===== config.mk =====
export PLATFORM = sky130hd
export DESIGN_NAME = uart_cmd_controller
export DESIGN_NICKNAME = d
export VERILOG_FILES = /design/src/rtl/uart_cmd_controller.sv
export SDC_FILE = /design/constraint.sdc
export NUM_CORES = 1
export LEC_CHECK = 0
export CAP_MARGIN = 20
export CORE_MARGIN = 2
export CORE_UTILIZATION = 35
export CTS_CLUSTER_DIAMETER = 200
export DETAILED_ROUTE_END_ITERATION = 10
export HOLD_SLACK_MARGIN = 0.02
export PLACE_DENSITY = 0.67
export SLEW_MARGIN = 20
export SYNTH_ARGS = -nofsm -noshare
export SYNTH_HDL_FRONTEND = slang
export SYNTH_SLANG_ARGS = --single-unit

===== constraint.sdc =====
create_clock -name clk -period 4 [get_ports clk]
set_clock_uncertainty 0.1 [all_clocks]
set_input_delay 0.6 -clock clk [delete_from_list [all_inputs] [get_ports clk]]
set_output_delay 0.6 -clock clk [all_outputs]
set_load 0.01 [all_outputs]

===== src/rtl/uart_cmd_controller.sv =====
// Byte-oriented command decoder: AA <addr> <data> writes a register, BB <addr> reads one
// and returns the value as a single response byte toward the TX FIFO.
module uart_cmd_controller #(
  parameter int DATA_WIDTH = 8,
  parameter int ADDR_WIDTH = 4
) (
  input  logic                  clk,
  input  logic                  reset_n,
  input  logic [DATA_WIDTH-1:0] rx_data,
  input  logic                  rx_valid,
  output logic [ADDR_WIDTH-1:0] rf_addr,
  output logic [DATA_WIDTH-1:0] rf_wr_data,
  output logic                  rf_wr_en,
  output logic                  rf_rd_en,
  input  logic [DATA_WIDTH-1:0] rf_rd_data,
  input  logic                  rf_rd_valid,
  output logic [DATA_WIDTH-1:0] tx_data,
  output logic                  tx_valid,
  input  logic                  tx_ready,
  output logic                  busy,
  output logic                  cmd_error
);

  localparam logic [DATA_WIDTH-1:0] OP_WRITE = DATA_WIDTH'(8'hAA);
  localparam logic [DATA_WIDTH-1:0] OP_READ  = DATA_WIDTH'(8'hBB);

  typedef enum logic [2:0] {
    IDLE    = 3'd0,
    WR_ADDR = 3'd1,
    WR_DATA = 3'd2,
    RD_ADDR = 3'd3,
    RD_WAIT = 3'd4,
    TX_PUSH = 3'd5
  } state_t;

  state_t                  state_r, state_s;
  logic [ADDR_WIDTH-1:0]   rf_addr_r, rf_addr_s;
  logic [DATA_WIDTH-1:0]   rf_wr_data_r, rf_wr_data_s;
  logic [DATA_WIDTH-1:0]   tx_data_r, tx_data_s;
  logic                    rf_wr_en_r, rf_wr_en_s;
  logic                    rf_rd_en_r, rf_rd_en_s;
  logic                    tx_valid_r, tx_valid_s;
  logic                    cmd_error_r, cmd_error_s;
  logic                    addr_ok_s;

  // An address byte is legal only when every bit above the address field is zero.
  assign addr_ok_s = ((rx_data >> ADDR_WIDTH) == {DATA_WIDTH{1'b0}});

  // Next-state and next-output decode; strobes and the error pulse default low.
  always_comb begin
    state_s      = state_r;
    rf_addr_s    = rf_addr_r;
    rf_wr_data_s = rf_wr_data_r;
    tx_data_s    = tx_data_r;
    tx_valid_s   = tx_valid_r;
    rf_wr_en_s   = 1'b0;
    rf_rd_en_s   = 1'b0;
    cmd_error_s  = 1'b0;
    case (state_r)
      IDLE: begin
        if (rx_valid) begin
          if (rx_data == OP_WRITE) begin
            state_s = WR_ADDR;
          end else if (rx_data == OP_READ) begin
            state_s = RD_ADDR;
          end else begin
            cmd_error_s = 1'b1;
          end
        end else begin
          state_s = IDLE;
        end
      end
      WR_ADDR, RD_ADDR: begin
        if (rx_valid) begin
          if (!addr_ok_s) begin
            state_s     = IDLE;
            cmd_error_s = 1'b1;
          end else if (state_r == WR_ADDR) begin
            rf_addr_s = rx_data[ADDR_WIDTH-1:0];
            state_s   = WR_DATA;
          end else begin
            rf_addr_s  = rx_data[ADDR_WIDTH-1:0];
            rf_rd_en_s = 1'b1;
            state_s    = RD_WAIT;
          end
        end else begin
          state_s = state_r;
        end
      end
      WR_DATA: begin
        if (rx_valid) begin
          rf_wr_data_s = rx_data;
          rf_wr_en_s   = 1'b1;
          state_s      = IDLE;
        end else begin
          state_s = WR_DATA;
        end
      end
      RD_WAIT: begin
        // A stray byte here is dropped but still flagged; the read carries on.
        cmd_error_s = rx_valid;
        if (rf_rd_valid) begin
          tx_data_s  = rf_rd_data;
          tx_valid_s = 1'b1;
          state_s    = TX_PUSH;
        end else begin
          state_s = RD_WAIT;
        end
      end
      TX_PUSH: begin
        cmd_error_s = rx_valid;
        if (tx_ready) begin
          tx_valid_s = 1'b0;
          state_s    = IDLE;
        end else begin
          tx_valid_s = 1'b1;
        end
      end
      default: begin
        state_s    = IDLE;
        tx_valid_s = 1'b0;
      end
    endcase
  end

  // State and registered outputs.
  always_ff @(posedge clk or negedge reset_n) begin
    if (!reset_n) begin
      state_r      <= IDLE;
      rf_addr_r    <= {ADDR_WIDTH{1'b0}};
      rf_wr_data_r <= {DATA_WIDTH{1'b0}};
      tx_data_r    <= {DATA_WIDTH{1'b0}};
      rf_wr_en_r   <= 1'b0;
      rf_rd_en_r   <= 1'b0;
      tx_valid_r   <= 1'b0;
      cmd_error_r  <= 1'b0;
    end else begin
      state_r      <= state_s;
      rf_addr_r    <= rf_addr_s;
      rf_wr_data_r <= rf_wr_data_s;
      tx_data_r    <= tx_data_s;
      rf_wr_en_r   <= rf_wr_en_s;
      rf_rd_en_r   <= rf_rd_en_s;
      tx_valid_r   <= tx_valid_s;
      cmd_error_r  <= cmd_error_s;
    end
  end

  assign rf_addr    = rf_addr_r;
  assign rf_wr_data = rf_wr_data_r;
  assign rf_wr_en   = rf_wr_en_r;
  assign rf_rd_en   = rf_rd_en_r;
  assign tx_data    = tx_data_r;
  assign tx_valid   = tx_valid_r;
  assign cmd_error  = cmd_error_r;
  assign busy       = (state_r != IDLE);

endmodule


Signal wires on met2:
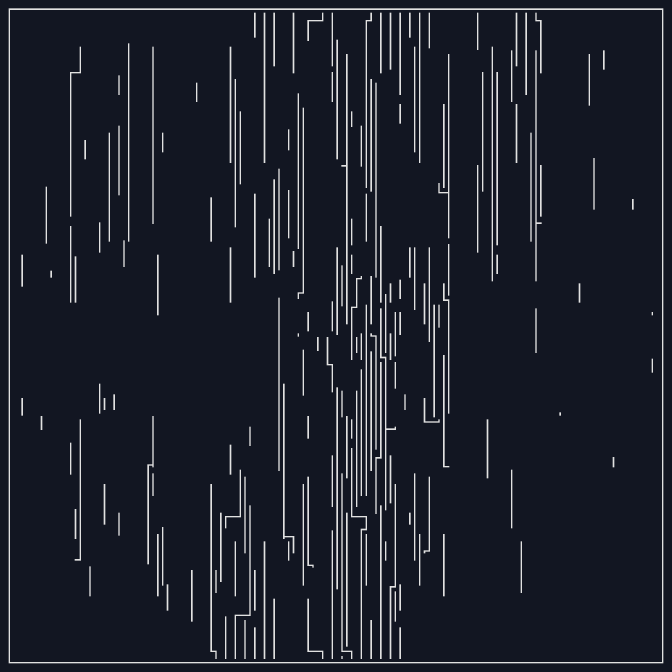
The layer carries 1,240 um of wire. 138 nets have wire on it. The wires run mostly vertical.
Total Wirelength: 2442 um
met2 Use GR: 21.95%
Vias: 818

Routing congestion:
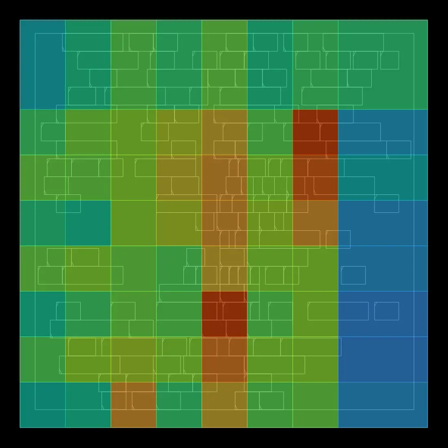
post-layout util: 51.62%
met3 GRT Util: 2.899%
gr usage total: 13.79%
met1 usage: 18.02%
busiest grt layer: met2

Metal layers overlaid:
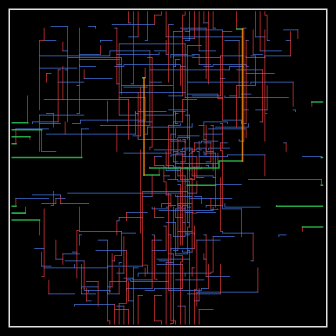
M4: marked orange, wire length 44.9 um. M1: marked blue, wire length 1,080 um. M2: marked red, wire length 1,240 um. M3: marked green, wire length 79.8 um.

==> ci_impl_report.md <==
## PnR job results

| Metric | Value |
|---|---|
| # IOs | `46` |
| Cts repair resizes | `0` |
| Cell Area, Synth | `0.001172 sq mm` |
| Final Max Slew Viols | `0` |
| Placed cell count | `174` |
| Slew @ Worst Pin | `0.6680 ns` |
| CTS Root Cell | `clkbuf_4` |
| Max_cap viols | `0` |
| Int Power | `0.4550 mW` |
| Yosys warnings | `0` |
| Final Power | `0.6150 mW` |
| Syn avg cell area | `13.79 sq um` |
| TAP cells | `46` |
| Post-synthesis adder-cell area fraction | `0%` |
| CTS tree | `done` |
| Routed met3 length | `79 um` |
| Most frequent cells in the layout | `45 x clkdlybuf4s50_1, 27 x dfrtp_1, 16 x mux2_2` |
| Final hold violation count | `0` |
| First-pass GRT wire length | `3795 um` |
| CTS Buf Count | `3` |
| Max-area cell share | `57.63%` |
| Outcome | `finished, final reports clean` |
| Fin crit share | `60.13%` |
| Comb power frac | `28.0%` |
| Distinct cells, synth | `32` |
| WL/cell | `13.72 um` |
| RSZ-0062 raised after global routing | `no` |
| Synth Net Count | `106` |
| CP Class | `flop to output pin` |
| Ant diodes | `0` |
| Yosys top cell by area | `dfrtp_1` |
| Most frequent cell after synthesis | `dfrtp_1` |
| Final HPWL DP | `1850 um` |
| Setup Viol. Count Final | `0` |
| Die Span Y | `61.88 um` |
| Met1 WL | `1077 um` |
| Largest logic family | `multiplexers` |
| FP Util | `35.70%` |
| Clock buffer depth | `2` |
| Synth flops | `27` |
| Power share of the clock group | `18.9%` |
| Leakage | `0.7596 nW` |
| Dpl ws | `1.580 ns` |
| Crit Path Max Fanout | `10` |
| Simple share | `13.02%` |
| Switch Pwr | `0.1600 mW` |
| Dominant logic cell type in the layout | `clkdlybuf4s50_1` |
| Post-DRT Antenna Nets | `0` |
| Worst hold path type | `flop to flop` |
| Fill count | `291` |
| Initial antenna violation count | `0` |
power groups by stage:
stage               registers, mW  logic [mW]  clock network, mW
floorplan                   0.346      0.0524                  0
global route                0.333       0.186              0.134
CTS                         0.328       0.174              0.123
detailed placement          0.333       0.173                  0
global placement            0.332       0.171                  0
finish                      0.327       0.172              0.116
worst max-delay path, stage by stage (launching register included):
cell and delay, ns:
dfrtp_1 0.50, or3_1 0.40, clkdlybuf4s50_1 0.48
worst paths after layout:
kind	to	cells past startpoint	from	slack, ns
worst max register to register	tx_data[4]	4	state_r[0]	2.07
worst min-delay path	tx_valid	1	tx_valid	0.41
worst min register to register	tx_valid	1	tx_valid	0.41
worst max-delay path	busy	2	state_r[2]	1.59
max in group asynchronous	state_r[2]	2	reset_n	3.01
min in group asynchronous	rf_addr[2]	2	reset_n	0.52
Power is estimated from default activity; no workload was simulated.
